pdn.png
The bar under the picture is 20 um long. Pins as bars on the die edge.
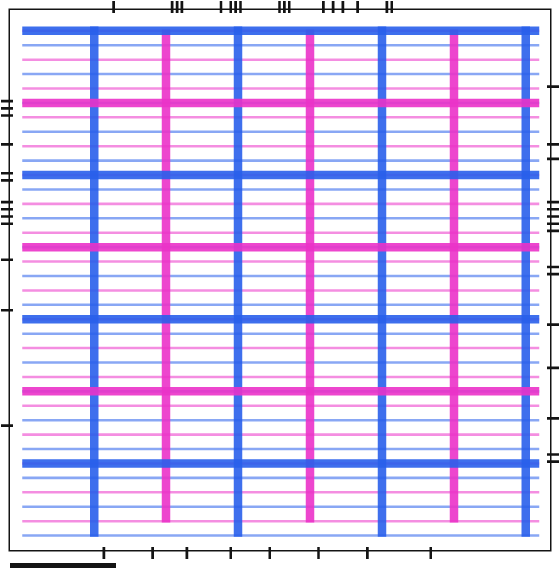
cell_classes.png
The bar under the picture is 20 um long.
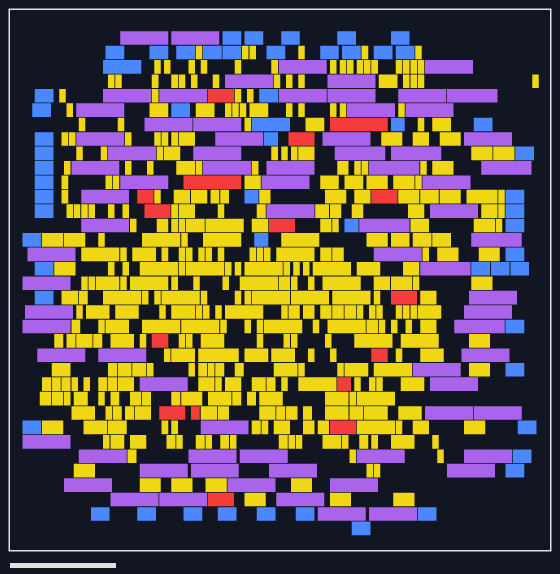
clock_map.png
The bar under the picture is 20 um long.
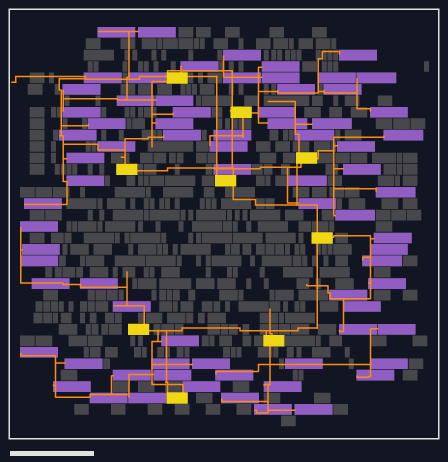
==> config.mk <==
export PLATFORM = sky130hd
export DESIGN_NAME = seq_wsum
export DESIGN_NICKNAME = d
export VERILOG_FILES = /design/src/rtl/seq_wsum_pkg.sv /design/src/rtl/seq_wsum_coef_rf.sv /design/src/rtl/seq_wsum.sv
export SDC_FILE = /design/constraint.sdc
export NUM_CORES = 1
export LEC_CHECK = 0
export CAP_MARGIN = 20
export CORE_MARGIN = 2
export CORE_UTILIZATION = 50
export DETAILED_ROUTE_END_ITERATION = 6
export PLACE_DENSITY = 0.72
export REMOVE_ABC_BUFFERS = 1
export SYNTH_ARGS = -nofsm -noshare
export SYNTH_HDL_FRONTEND = slang
export SYNTH_SLANG_ARGS = --single-unit
==> constraint.sdc <==
create_clock -name clk -period 4.55 [get_ports clk]
set_input_delay 0.455 -clock clk [delete_from_list [all_inputs] [get_ports clk]]
set_output_delay 0.455 -clock clk [all_outputs]
set_load 0.01 [all_outputs]
==> flow_summary_export.csv <==
group,metric,value,unit
global_routing,grt_max_degree,48,
global_routing,grtUsageMet1,27.5,%
setup_path,r2r_cells,16,
setup_path,startpoint_type,"flip-flop",
setup_path,cp.required,4790,ps
cells_and_area,buf_share,10.4,%
synthesis,postSynthSeqShare,39.4,%
sta,slew-limit-headroom,41.3,%
synthesis,ys_cells,484,
cells_and_area,largest_cell_class,"multi-input combinational cells",
setup_path,crit_fanout,26,
detailed_routing,wire_per_inst,14.2,um
cells_and_area,nClkBuffers,9,
setup_path,path_buffers,4,
sta,tns,0,ps
global_routing,grt_usage,19.7,%
status,status,"finished, final reports clean",
synthesis,xor_share,1.10,%
floorplan,initCoreUtil,51.6,%
cells_and_area,seq_area,0.00189,mm^2
clock_network,cts_setup_buffers,0,
global_routing,grt_pass1_wl,15900,um
cells_and_area,flop-count,75,
detailed_routing,met1_length,4310,um
job,warnings,25,
placement,hpwl,7090,um
clock_network,clkTransAtPathRegs,80,ps
sta,whs,287,ps
floorplan,tap_cells,129,
detailed_routing,num_vias,3417,
min_path,hold_class,"input pin to asynchronous set/reset pin",
cells_and_area,sh_comb_area,46.2,%
setup_path,path_cells,"buf_12 > mux2i_1 > o22a_1 > or2_1 > fa_1 > inv_1 > fa_1 > inv_1 > fa_1 > inv_1 > ha_1 > o211ai_1 > a21oi_1 > a31oi_4 > mux2i_1 > nand3_1",
sta,fin_crit_sh,94.6,%
clock_network,root_buffer,"clkbuf_8",
synthesis,ys_top_cells_by_count,"nand2_1, dfrtp_1, inv_1",
cells_and_area,logic_gate_count,340,
synthesis,top_logic_kind,"adder cells",
setup_path,cpPeakStageDelay,530,ps
sta,setup_ws,246,ps
setup_path,crit_type,"flip-flop to flip-flop",
sta,tightestPinTransition,878,ps
setup_path,r2r_setup_slack,250,ps
synthesis,edf_count,0,
synthesis,syn_area,0.00479,mm^2
cells_and_area,clkCellAreaFrac,3.93,%
clock_network,ctsHoldBuffers,0,
synthesis,ys_types,50,
synthesis,top_cells_by_area,"dfrtp_1, fa_1, nand2_1",
synthesis,synth_flop_count,75,
placement,place.gp.congestion,0.850,
sta,fin_crit,4300,ps
synthesis,syn_avg_cell_area,9.89,um^2
placement,port_buffers,51,
cells_and_area,largest_reg_flops,24,
detailed_routing,dr_wl_met3,438,um
setup_path,worstSetupEndpointType,"flip-flop",
synthesis,ys.flop_type,"dfrtp_1",
clock_network,cts.sinks,75,
synthesis,mux_share,10.2,%
placement,place_ws,156,ps
sta,slew_violations,0,
detailed_routing,drt_iter0_drc,134,
sta,hold_viol,0,
floorplan,pin_count,53,
detailed_routing,wirelength,9490,um
cells_and_area,layoutNonFillerInstCount,669,
clock_network,cts_tree,"yes",
global_routing,grt_overflow,0,
placement,dpl.cell_count,652,
setup_path,crit_family,"adder cells",
cells_and_area,inverters,51,
placement,placed_cell_area,0.00541,mm^2
cells_and_area,num-nonclk-buffers,58,
global_routing,antenna_found_initial,0,
## Picture notes: pdn.png
color	net
magenta	VDD
blue	VSS
met5 straps	7
signal pins	53
rows	35
met1 rails	36
met4 straps	7
die width: 102 um
Core ar.: 0.00928 mm^2
die height: 102 um

## Picture notes: cell_classes.png
color	class	cells
red	clock drivers and dummy loads	16
yellow	all other logic	391
purple	flip-flops	75
blue	other buffers and delay cells	58
Seq/total area: 33.3%
row count: 35
final core utilization: 61.1%
Design Area, Final: 0.00567 mm^2

## Picture notes: clock_map.png
[orange] clock wires | length: 1000 um
[purple] flip-flops | count: 75
[yellow] cells driving clock nets | count: 9
flops lie	spread over the die
routed clock nets	10
Clock Skews: 12.2 ps

